===== config.mk =====
export PLATFORM = sky130hd
export DESIGN_NAME = cpu_ctrl_seq
export DESIGN_NICKNAME = d
export VERILOG_FILES = /design/src/rtl/cpu_ctrl_pkg.sv /design/src/rtl/cpu_ctrl_out_decode.sv /design/src/rtl/cpu_ctrl_seq.sv
export SDC_FILE = /design/constraint.sdc
export NUM_CORES = 1
export LEC_CHECK = 0
export CORE_AREA = 4 4 41 43
export CTS_CLUSTER_DIAMETER = 40
export DETAILED_ROUTE_END_ITERATION = 10
export DIE_AREA = 0 0 45 47
export GPL_ROUTABILITY_DRIVEN = 0
export GPL_TIMING_DRIVEN = 0
export MAX_ROUTING_LAYER = met4
export PLACE_DENSITY = 0.69
export SLEW_MARGIN = 10
export SYNTH_ARGS = -nofsm -noshare
export SYNTH_HDL_FRONTEND = slang
export SYNTH_SLANG_ARGS = --single-unit

===== constraint.sdc =====
create_clock -name clk -period 1.2 [get_ports clk]
set_input_delay 0.24 -clock clk [delete_from_list [all_inputs] [get_ports clk]]
set_output_delay 0.24 -clock clk [all_outputs]
set_load 0.01 [all_outputs]

===== src/rtl/cpu_ctrl_pkg.sv =====
// cpu_ctrl_pkg: shared types for the accumulator CPU control sequencer.
package cpu_ctrl_pkg;
  localparam int OPC_W = 3;
  typedef enum logic [OPC_W-1:0] {
    OP_NOP  = 3'd0,
    OP_LDAC = 3'd1,
    OP_STAC = 3'd2,
    OP_ADD  = 3'd3,
    OP_INAC = 3'd4,
    OP_JMP  = 3'd5,
    OP_JMPZ = 3'd6,
    OP_HALT = 3'd7
  } opcode_t;
  typedef enum logic [3:0] {
    S_FETCH1,
    S_FETCH2,
    S_DECODE,
    S_MEM_ADDR,
    S_MEM_RD,
    S_EXEC,
    S_MEM_WR,
    S_HALT
`ifdef CPU_CTRL_SINGLE_STEP_EN
    , S_STEP_WAIT
`endif
  } state_t;
  typedef enum logic {
    ALU_PASS = 1'b0,
    ALU_ADD  = 1'b1
  } alu_op_t;
endpackage


===== src/rtl/cpu_ctrl_out_decode.sv =====
// cpu_ctrl_out_decode: combinational map from sequencer state and inputs to datapath strobes.
module cpu_ctrl_out_decode
  import cpu_ctrl_pkg::*;
(
  input  state_t  state,
  input  opcode_t opc,
  input  logic    z_flag,
  input  logic    mem_ready,
  input  logic    rst,
  output logic    pc_load,
  output logic    pc_inc,
  output logic    ar_load,
  output logic    ar_src,
  output logic    ir_load,
  output logic    dr_load,
  output logic    ac_load,
  output logic    ac_inc,
  output logic    alu_op,
  output logic    mem_rd,
  output logic    mem_wr,
  output logic    instr_done,
  output logic    halted
);
  always_comb begin
    pc_load    = 1'b0;
    pc_inc     = 1'b0;
    ar_load    = 1'b0;
    ar_src     = 1'b0;
    ir_load    = 1'b0;
    dr_load    = 1'b0;
    ac_load    = 1'b0;
    ac_inc     = 1'b0;
    alu_op     = ALU_PASS;
    mem_rd     = 1'b0;
    mem_wr     = 1'b0;
    instr_done = 1'b0;
    halted     = 1'b0;
    if (!rst) begin
      case (state)
        S_FETCH1: ar_load = 1'b1;
        S_FETCH2: begin
          mem_rd  = 1'b1;
          ir_load = mem_ready;
          pc_inc  = mem_ready;
        end
        S_DECODE: begin
          instr_done = opc inside {OP_NOP, OP_INAC, OP_JMP, OP_JMPZ};
          ac_inc     = opc == OP_INAC;
          pc_load    = opc == OP_JMP || (opc == OP_JMPZ && z_flag);
        end
        S_MEM_ADDR: begin
          ar_load = 1'b1;
          ar_src  = 1'b1;
        end
        S_MEM_RD: begin
          mem_rd  = 1'b1;
          dr_load = mem_ready;
        end
        S_EXEC: begin
          ac_load    = 1'b1;
          alu_op     = opc == OP_ADD ? ALU_ADD : ALU_PASS;
          instr_done = 1'b1;
        end
        S_MEM_WR: begin
          mem_wr     = 1'b1;
          instr_done = mem_ready;
        end
        S_HALT: halted = 1'b1;
        default: ;
      endcase
    end
  end
endmodule


===== src/rtl/cpu_ctrl_seq.sv =====
// cpu_ctrl_seq: fetch/decode/execute sequencer for the accumulator CPU.
// Optional single-step hold after each instruction with CPU_CTRL_SINGLE_STEP_EN.
module cpu_ctrl_seq
  import cpu_ctrl_pkg::*;
#(
  parameter int IR_W = 8
) (
  input  logic            clk,
  input  logic            rst,
  input  logic [IR_W-1:0] ir,
  input  logic            z_flag,
  input  logic            mem_ready,
`ifdef CPU_CTRL_SINGLE_STEP_EN
  input  logic            step,
`endif
  output logic            pc_load,
  output logic            pc_inc,
  output logic            ar_load,
  output logic            ar_src,
  output logic            ir_load,
  output logic            dr_load,
  output logic            ac_load,
  output logic            ac_inc,
  output logic            alu_op,
  output logic            mem_rd,
  output logic            mem_wr,
  output logic            instr_done,
  output logic            halted
);
`ifdef CPU_CTRL_SINGLE_STEP_EN
  localparam state_t DONE_ST = S_STEP_WAIT;
`else
  localparam state_t DONE_ST = S_FETCH1;
`endif
  state_t  state, state_nx;
  opcode_t opc;
  logic    unused_addr;
  assign opc         = opcode_t'(ir[IR_W-1 -: OPC_W]);
  assign unused_addr = ^ir[IR_W-OPC_W-1:0];
  always_ff @(posedge clk or posedge rst)
    if (rst) state <= S_FETCH1;
    else     state <= state_nx;
  always_comb begin
    state_nx = state;
    case (state)
      S_FETCH1:   state_nx = S_FETCH2;
      S_FETCH2:   state_nx = mem_ready ? S_DECODE : S_FETCH2;
      S_DECODE:   state_nx = opc inside {OP_LDAC, OP_STAC, OP_ADD} ? S_MEM_ADDR :
                             opc == OP_HALT ? S_HALT : DONE_ST;
      S_MEM_ADDR: state_nx = opc == OP_STAC ? S_MEM_WR : S_MEM_RD;
      S_MEM_RD:   state_nx = mem_ready ? S_EXEC : S_MEM_RD;
      S_EXEC:     state_nx = DONE_ST;
      S_MEM_WR:   state_nx = mem_ready ? DONE_ST : S_MEM_WR;
      S_HALT:     state_nx = S_HALT;
`ifdef CPU_CTRL_SINGLE_STEP_EN
      S_STEP_WAIT: state_nx = step ? S_FETCH1 : S_STEP_WAIT;
`endif
      default:    state_nx = S_FETCH1;
    endcase
  end
  cpu_ctrl_out_decode u_out (
    .state      (state),
    .opc        (opc),
    .z_flag     (z_flag),
    .mem_ready  (mem_ready),
    .rst        (rst),
    .pc_load    (pc_load),
    .pc_inc     (pc_inc),
    .ar_load    (ar_load),
    .ar_src     (ar_src),
    .ir_load    (ir_load),
    .dr_load    (dr_load),
    .ac_load    (ac_load),
    .ac_inc     (ac_inc),
    .alu_op     (alu_op),
    .mem_rd     (mem_rd),
    .mem_wr     (mem_wr),
    .instr_done (instr_done),
    .halted     (halted)
  );
endmodule


Fig. 1: run 1, cell placement
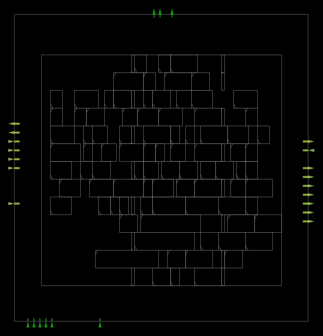
fin cells: 103
Fillers: 131
core area: 1300 µm²
FFs & Latches: 3

Fig. 2: run 1, signal metal coverage by tile
(8 px per µm) The die is cut into 9 by 9 equal tiles; white is low, dark blue is high, scaled to the fullest tile. Values are wire area over tile area, all layers added.
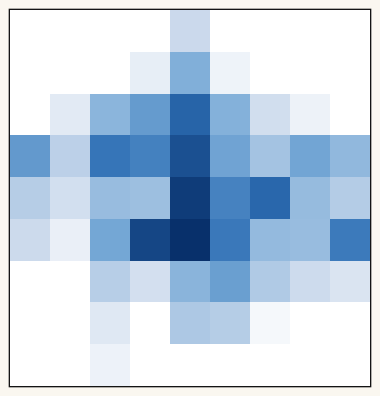
nearly empty tiles	38%
fullest tile	0.33
densest ninth of the die	centre
emptiest ninth of the die	upper right
post-DR wirelength/cell: 10.9 µm
routed vias: 498
gr usage total: 12.8%
overall routed net length: 1130 µm

Fig. 3: run 1, sizing map
(8 px per µm)
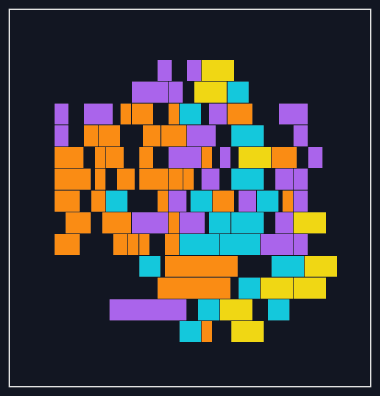
colour	size	cells	share
purple	_2 cells	26	30%
orange	_0 and _1 cells	36	41%
cyan	_3 and _4 cells	17	19%
yellow	_6 and larger	9	10%
Area Overhead vs Synth: 91.6%
fin worst setup slack: -0.367 ns
Design Area, Final: 741 µm²
nonclk buf count: 33

==> results_slide.txt, run 1 <==
Flow Results at a Glance

Critical path
  • WS Path Type: flip-flop to output port
  • Worst path depth: 6
  • CP Capture Point: instr_done
  • Critical path launch point: state[0]
  • Worst r2r path cells: 5
  • Buf/Inv on CP: 2
  • Crit-path cells: buf_6 > nor2b_4 > mux2_2 > a32oi_1 > nor2_1 > buf_2

Outcome
  • Outcome: complete, but fails checks
  • Failing checks: setup timing

Clocking
  • Post-CTS resize count: 71
  • Clk sinks: 3
  • Clk latency late pin: 0.23 ns
  • Hold Buf Count CTS: 0
  • TritonCTS clock tree: done
  • Clk buf depth: 2
  • Post-CTS setup buffers: 9
  • H-tree depth: 1

Placed design
  • Post-DP HPWL: 786 µm
  • Placed cell count: 89

Final layout
  • Fraction of layout cells with a size suffix above 1: 59.1%
  • CLK BUF: 4
  • Non-clk buf share: 36.3%
  • Most flops, register: state
  • Final core occ: 56.9%
  • Commonest Layout Cell: buf_2

Synthesis
  • Ys async rst share: 100%
  • Most common library cells after synthesis: nor2_1 (10), nand2_1 (8)
  • Synth Seq Share: 19.4%
  • Yosys reg bits: 3
  • Synth top area share: 19.4%
  • # Cells Yosys: 55

Floorplanning
  • Well Taps: 15
  • DIE AREA: 2120 µm²
  • IO Count: 25

Timing
  • Fin worst setup slack: -0.367 ns
  • Final setup vio count: 13
  • Fin Clk Skew: 0.000338 ns

Global routing
  • Busiest metal layer after global routing: met2
  • Met3 usage: 4.60%

Power and ir drop
  • Seq pwr: 184 µW
  • Max power group: combinational logic
  • Switching share of power: 41.8%
  • Sequential Power Share: 12.8%
  • Logic power comb: 1070 µW

Min path
  • Hold crit path type: input pin to asynchronous set/reset pin

Routing
  • Via density: 4.83

Job
  • Tool warnings: 34
==> run 1 -> run 2 <==
--- a/config.mk
+++ b/config.mk
@@ -5,6 +5,7 @@
 export SDC_FILE = /design/constraint.sdc
 export NUM_CORES = 1
 export LEC_CHECK = 0
+export ABC_AREA = 1
 export CORE_AREA = 4 4 41 43
 export CTS_CLUSTER_DIAMETER = 40
 export DETAILED_ROUTE_END_ITERATION = 10
@@ -12,7 +13,7 @@
 export GPL_ROUTABILITY_DRIVEN = 0
 export GPL_TIMING_DRIVEN = 0
 export MAX_ROUTING_LAYER = met4
-export PLACE_DENSITY = 0.69
+export PLACE_DENSITY = 0.66
 export SLEW_MARGIN = 10
 export SYNTH_ARGS = -nofsm -noshare
 export SYNTH_HDL_FRONTEND = slang
==> constraint.sdc (replaced) <==
create_clock -name clk -period 1.2 [get_ports clk]
set_input_delay 0.24 -clock clk [delete_from_list [all_inputs] [get_ports clk]]
set_output_delay 0.24 -clock clk [all_outputs]
set_load 0.1 [all_outputs]
Fig. 4: run 2, cells coloured by class
(10 px per µm)
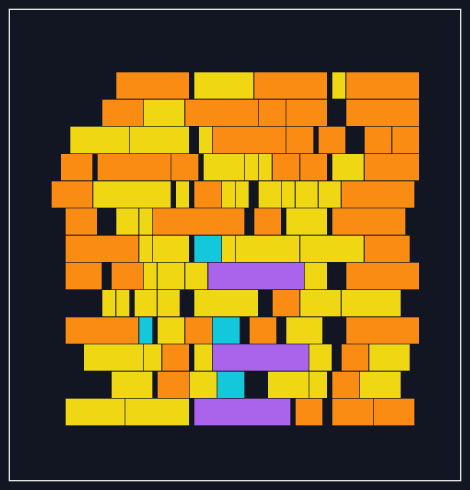
colour	class	cells	share of their area
purple	sequential cells	3	7.2%
cyan	clock drivers and dummy loads	4	2.4%
yellow	combinational and other logic	51	41%
orange	remaining buffers and delay cells	43	49%

==> results_slide.txt, run 2 <==
Flow Results at a Glance

Critical path
  • Crit-path cells: inv_4 > nand3_4 > nor3_4 > buf_6 > buf_12 (was buf_6 > nor2b_4 > mux2_2 > a32oi_1 > nor2_1 > buf_2)
  • Worst path depth: 5 (was 6)
  • WS Path Type: flip-flop to output port (unchanged)
  • Worst r2r path cells: 7 (was 5)
  • CP Capture Point: ir_load (was instr_done)

Synthesis
  • Synth Seq Share: 21.7% (was 19.4%)
  • Ys async rst share: 100% (unchanged)

Timing
  • Fin worst setup slack: -0.555 ns (was -0.367 ns)
  • Fin Clk Skew: 0.00320 ns (was 0.000338 ns)
  • Final setup vio count: 16 (was 13)

Floorplanning
  • IO Count: 25 (unchanged)

Clocking
  • Clk sinks: 3 (unchanged)
  • Post-CTS setup buffers: 13 (was 9)
  • H-tree depth: 1 (unchanged)

Final layout
  • FFs & Latches: 3 (unchanged)
  • Most flops, register: state (unchanged)
  • Design Area, Final: 1120 µm² (was 741 µm²)
  • Non-clk buf share: 48.4% (was 36.3%)
  • Fin cells: 116 (was 103)

Outcome
  • Outcome: complete, but fails checks (unchanged)
  • Failing checks: setup timing (unchanged)

Placed design
  • Placed cell count: 91 (was 89)
  • Post-DP HPWL: 825 µm (was 786 µm)

Routing
  • Via density: 5.32 (was 4.83)
  • Post-DR wirelength/cell: 16.6 µm (was 10.9 µm)

Power and ir drop
  • Sequential Power Share: 10.3% (was 12.8%)
  • Max power group: combinational logic (unchanged)

Job
  • Tool warnings: 34 (unchanged)

Global routing
  • Gr usage total: 17.1% (was 12.8%)

Min path
  • Hold crit path type: input pin to asynchronous set/reset pin (unchanged)
Fig. 5: run 2, signal wires on met3
(6 px per µm)
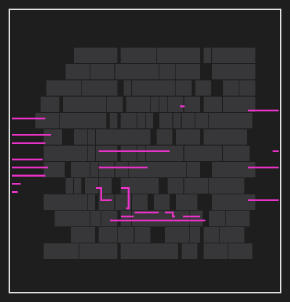
wire length on this layer	104 µm
nets with wire on the layer	21
share of all routed wire	5.4%
met3 usage: 3.07%
overall routed net length: 1930 µm
routed vias: 617

Fig. 6: run 2, sizing map
(8 px per µm)
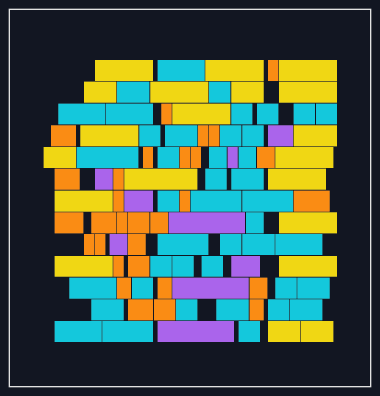

==> run 2 -> run 3 <==
--- a/config.mk
+++ b/config.mk
@@ -7,13 +7,14 @@
 export LEC_CHECK = 0
 export ABC_AREA = 1
 export CORE_AREA = 4 4 41 43
+export CTS_BUF_LIST = sky130_fd_sc_hd__clkbuf_4 sky130_fd_sc_hd__clkbuf_8
 export CTS_CLUSTER_DIAMETER = 40
 export DETAILED_ROUTE_END_ITERATION = 10
 export DIE_AREA = 0 0 45 47
+export DONT_BUFFER_PORTS = 1
 export GPL_ROUTABILITY_DRIVEN = 0
 export GPL_TIMING_DRIVEN = 0
 export MAX_ROUTING_LAYER = met4
-export PLACE_DENSITY = 0.66
 export SLEW_MARGIN = 10
 export SYNTH_ARGS = -nofsm -noshare
 export SYNTH_HDL_FRONTEND = slang
Fig. 7: run 3, sizing map
(8 px per µm)
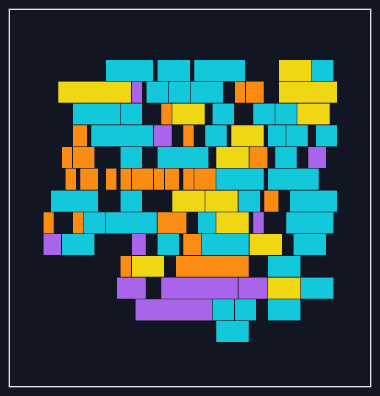
colour	size	cells	share
orange	_0 and _1 cells	24	28%
purple	_2 cells	10	11%
cyan	_3 and _4 cells	40	46%
yellow	_6 and larger	13	15%
Area Overhead vs Synth: 154%
fin worst setup slack: -0.971 ns
Design Area, Final: 877 µm²
nonclk buf count: 29

Fig. 8: run 3, signal wires on met3
(6 px per µm)
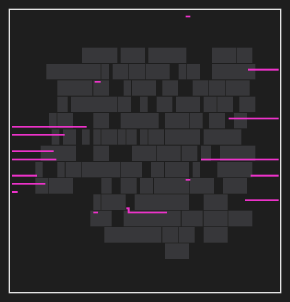
main direction	horizontal
nets with wire on the layer	15
routed vias: 543
overall routed net length: 1640 µm

==> results_slide.txt, run 3 <==
Flow Results at a Glance

Job
  • Tool warnings: 34 (unchanged)

Critical path
  • Buf/Inv on CP: 2 (was 3)
  • Worst r2r path cells: 7 (unchanged)
  • Crit-path cells: inv_4 > nand3_4 > nor3_4 > buf_12 (was inv_4 > nand3_4 > nor3_4 > buf_6 > buf_12)
  • Critical path launch point: state[2] (unchanged)
  • CP Capture Point: pc_inc (was ir_load)

Outcome
  • Outcome: complete, but fails checks (unchanged)
  • Failing checks: setup timing (unchanged)

Final layout
  • Commonest Layout Cell: buf_4 (unchanged)
  • FFs & Latches: 3 (unchanged)
  • Fin cells: 102 (was 116)

Timing
  • Final setup vio count: 16 (unchanged)
  • Fin Clk Skew: 0.00589 ns (was 0.00320 ns)
  • Fin worst setup slack: -0.971 ns (was -0.555 ns)

Floorplanning
  • IO Count: 25 (unchanged)

Global routing
  • Gr usage total: 17.2% (was 17.1%)
  • Met3 usage: 5.75% (was 3.07%)
  • Busiest metal layer after global routing: met2 (unchanged)

Clocking
  • Clk buf depth: 2 (unchanged)
  • TritonCTS clock tree: done (unchanged)
  • Hold Buf Count CTS: 1 (was 0)
  • H-tree depth: 1 (unchanged)

Synthesis
  • Ys async rst share: 100% (unchanged)
  • Synth top area share: 21.7% (unchanged)
  • Most common library cells after synthesis: nor2_1 (9), nand2_1 (8), nand3_1 (7), inv_1 (5), nand4_1 (4) (unchanged)
  • # Cells Yosys: 57 (unchanged)

Power and ir drop
  • Logic power comb: 1830 µW (was 1950 µW)
  • Switching share of power: 54.8% (was 53.2%)
  • Sequential Power Share: 8.6% (was 10.3%)
  • Max power group: combinational logic (unchanged)

Placed design
  • Placed cell count: 72 (was 91)
  • Post-DP HPWL: 811 µm (was 825 µm)

Routing
  • Post-DR wirelength/cell: 16.1 µm (was 16.6 µm)
No activity file was given, so power comes from the tool's default toggle rates.
